<file path="src/rtl/pulse_burst_generator.sv">
// Burst pulse generator: one start edge yields count_i pulses of programmable
// width and period after an optional delay, with per-pulse sync and done strobes.
module pulse_burst_generator #(
    parameter int unsigned CNT_W = 32,
    parameter int unsigned NUM_W = 16,
    parameter int unsigned STEP  = 1
) (
    input  logic             clk_adc_i,
    input  logic             reset_i,
    input  logic             start_i,
    input  logic             abort_i,
    input  logic [CNT_W-1:0] delay_i,
    input  logic [CNT_W-1:0] width_i,
    input  logic [CNT_W-1:0] period_i,
    input  logic [NUM_W-1:0] count_i,
    output logic             pulse_o,
    output logic             sync_o,
    output logic             busy_o,
    output logic             done_o
);

    localparam logic [CNT_W-1:0] STEP_C = CNT_W'(STEP);

    typedef enum logic [1:0] {IDLE, DELAY, HIGH, LOW} state_t;

    state_t           state_q, state_d;
    logic [CNT_W-1:0] cnt_q, cnt_d;
    logic [CNT_W-1:0] width_q, period_q, low_len;
    logic [NUM_W-1:0] rem_q, rem_d;
    logic             start_prev_q, start_edge, phase_end;
    logic             cfg_load, done_d;
    logic             pulse_q, sync_q, busy_q, done_q;

    // Decrement only while above STEP, so the counter never wraps.
    assign phase_end  = (cnt_q <= STEP_C);
    assign start_edge = start_i & ~start_prev_q;
    assign low_len    = (period_q > width_q) ? (period_q - width_q) : STEP_C;

    always_comb begin
        state_d  = state_q;
        cnt_d    = cnt_q;
        rem_d    = rem_q;
        cfg_load = 1'b0;
        done_d   = 1'b0;
        if (abort_i) begin
            state_d = IDLE;
            cnt_d   = '0;
        end else begin
            case (state_q)
                IDLE: begin
                    if (start_edge && (count_i != '0)) begin
                        cfg_load = 1'b1;
                        rem_d    = count_i;
                        if (delay_i != '0) begin
                            state_d = DELAY;
                            cnt_d   = delay_i;
                        end else begin
                            state_d = HIGH;
                            cnt_d   = width_i;
                        end
                    end
                end
                DELAY: begin
                    if (phase_end) begin
                        state_d = HIGH;
                        cnt_d   = width_q;
                    end else begin
                        cnt_d = cnt_q - STEP_C;
                    end
                end
                HIGH: begin
                    if (phase_end) begin
                        if (rem_q > NUM_W'(1)) begin
                            rem_d   = rem_q - NUM_W'(1);
                            state_d = LOW;
                            cnt_d   = low_len;
                        end else begin
                            state_d = IDLE;
                            cnt_d   = '0;
                            done_d  = 1'b1;
                        end
                    end else begin
                        cnt_d = cnt_q - STEP_C;
                    end
                end
                LOW: begin
                    if (phase_end) begin
                        state_d = HIGH;
                        cnt_d   = width_q;
                    end else begin
                        cnt_d = cnt_q - STEP_C;
                    end
                end
                default: begin
                    state_d = IDLE;
                    cnt_d   = '0;
                end
            endcase
        end
    end

    always_ff @(posedge clk_adc_i) begin
        if (reset_i) begin
            state_q      <= IDLE;
            cnt_q        <= '0;
            rem_q        <= '0;
            width_q      <= '0;
            period_q     <= '0;
            start_prev_q <= 1'b1;
            pulse_q      <= 1'b0;
            sync_q       <= 1'b0;
            busy_q       <= 1'b0;
            done_q       <= 1'b0;
        end else begin
            state_q      <= state_d;
            cnt_q        <= cnt_d;
            rem_q        <= rem_d;
            start_prev_q <= start_i;
            if (cfg_load) begin
                width_q  <= width_i;
                period_q <= period_i;
            end
            // Outputs decoded from the next state so they align with it.
            pulse_q <= (state_d == HIGH);
            sync_q  <= (state_d == HIGH) && (state_q != HIGH);
            busy_q  <= (state_d != IDLE);
            done_q  <= done_d;
        end
    end

    assign pulse_o = pulse_q;
    assign sync_o  = sync_q;
    assign busy_o  = busy_q;
    assign done_o  = done_q;

endmodule

</file>
<file path="config.mk">
export PLATFORM = sky130hd
export DESIGN_NAME = pulse_burst_generator
export DESIGN_NICKNAME = d
export VERILOG_FILES = /design/src/rtl/pulse_burst_generator.sv
export SDC_FILE = /design/constraint.sdc
export NUM_CORES = 1
export LEC_CHECK = 0
export CORE_ASPECT_RATIO = 0.75
export CORE_MARGIN = 1.5
export CORE_UTILIZATION = 56
export DETAILED_ROUTE_END_ITERATION = 6
export HOLD_SLACK_MARGIN = 0.08
export PLACE_DENSITY = 0.82
export REMOVE_ABC_BUFFERS = 1
export SYNTH_ARGS = -nofsm -noshare
export SYNTH_HDL_FRONTEND = slang
export SYNTH_SLANG_ARGS = --single-unit
</file>
<file path="constraint.sdc">
create_clock -name clk_adc_i -period 3.7 [get_ports clk_adc_i]
set_input_delay 0.37 -clock clk_adc_i [delete_from_list [all_inputs] [get_ports clk_adc_i]]
set_output_delay 0.37 -clock clk_adc_i [all_outputs]
set_load 0.02 [all_outputs]
</file>
==> images/sizes.png <==
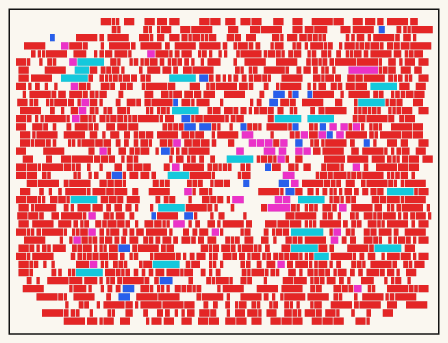
color	size	cells	share
cyan	_6 and larger	21	1.6%
blue	_2 cells	29	2.2%
magenta	_3 and _4 cells	47	3.6%
red	_0 and _1 cells	1,210	93%

==> images/placement_by_type.png <==
Bar = 50 um.
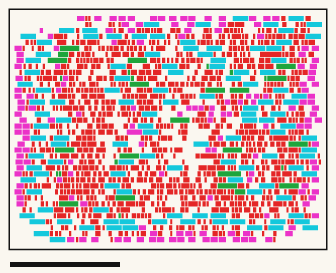
color	class	cells	share of their area
green	clock drivers and dummy loads	31	5.2%
red	combinational and other logic	997	56%
magenta	remaining buffers and delay cells	160	15%
cyan	sequential cells	119	24%

==> out/qor.yml <==
routing:
  routed_wl_um: 29100
  drtIter0Drc: 1093
  vias: 9574
pwr:
  p_total_mw: 4.09
  p_seq_frac: 0.331
  maxPowerGroup: "the clock network"
  p_sw_frac: 0.328
  power_frac_comb: 0.292
cells_and_area:
  reg_top3: "cnt_q x32, period_q x32, width_q x32"
  n_all_buffers: 160
  drive_gt1_frac: 0.0742
  comb_cells: 950
  buf_share: 0.146
global_route:
  grt_usage: 0.379
  grt_pass1_vias: 8676
  grt_util_met1: 0.535
  grt_max_degree: 68
  grt.busiest_layer: "met2"
worst_setup_path:
  critPathTopFamily: "AND-OR/OR-AND gates"
  crit_buf_inv: 2
  slowest_stage: "a221oi_1"
  critPathRequiredTime_ps: 4020
  critical_path_depth: 12
  worstPathArrival_ps: 3680
  crit_start: "width_q[3]$_SDFFE_PP0P_"
  endpoint_kind: "flip-flop"
sta:
  finalClockPeriodUsage: 0.907
  worst_pin_slew_ps: 971
  setup_viol: 0
  fmax_mhz: 298
place:
  place_ws_ps: 526
  dp.cells: 1476
clock_network:
  post_cts_resized: 0
  cts_htree_levels: 4
  clkSlewWorstSetupHoldPaths_ps: 50
  cts_tree: "yes"
synth:
  top_area_frac: 0.286
  yosys-stat-cells: 1182
  syn-cell-area_um2: 8330
  yosysWarnings: 0
  most_common_cell: "nand2_1"
die:
  rows: 38
  die-area_um2: 15600
status:
  outcome: "completed"
run:
  drv_cap: 0
hold_path:
  hold_path_startpoint: "reset_i"
==> images/io_fan.png <==
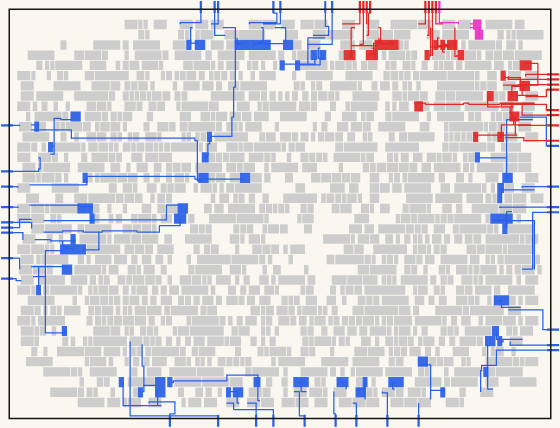
color	port	bits	direction	edge	end cells	buffers	wire
magenta	start_i	1	input	top	2	1	13.8 um
blue	width_i	32	input	9 bottom, 9 left, 7 right, 7 top	64	32	970 um
red	count_i	16	input	8 top, 8 right	21	16	321 um

==> images/metal_density.png <==
Bar = 50 um. The die is cut into 29 by 22 equal tiles; dark purple is low, yellow is high, scaled to the fullest tile. Values are wire area over tile area, all layers added.
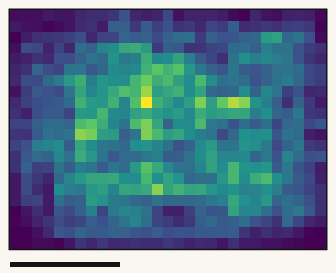
tiles over half the peak	19%
densest ninth of the die	middle
nearly empty tiles	2.5%
mean over tiles	0.32

No activity file was given, so power comes from the tool's default toggle rates.
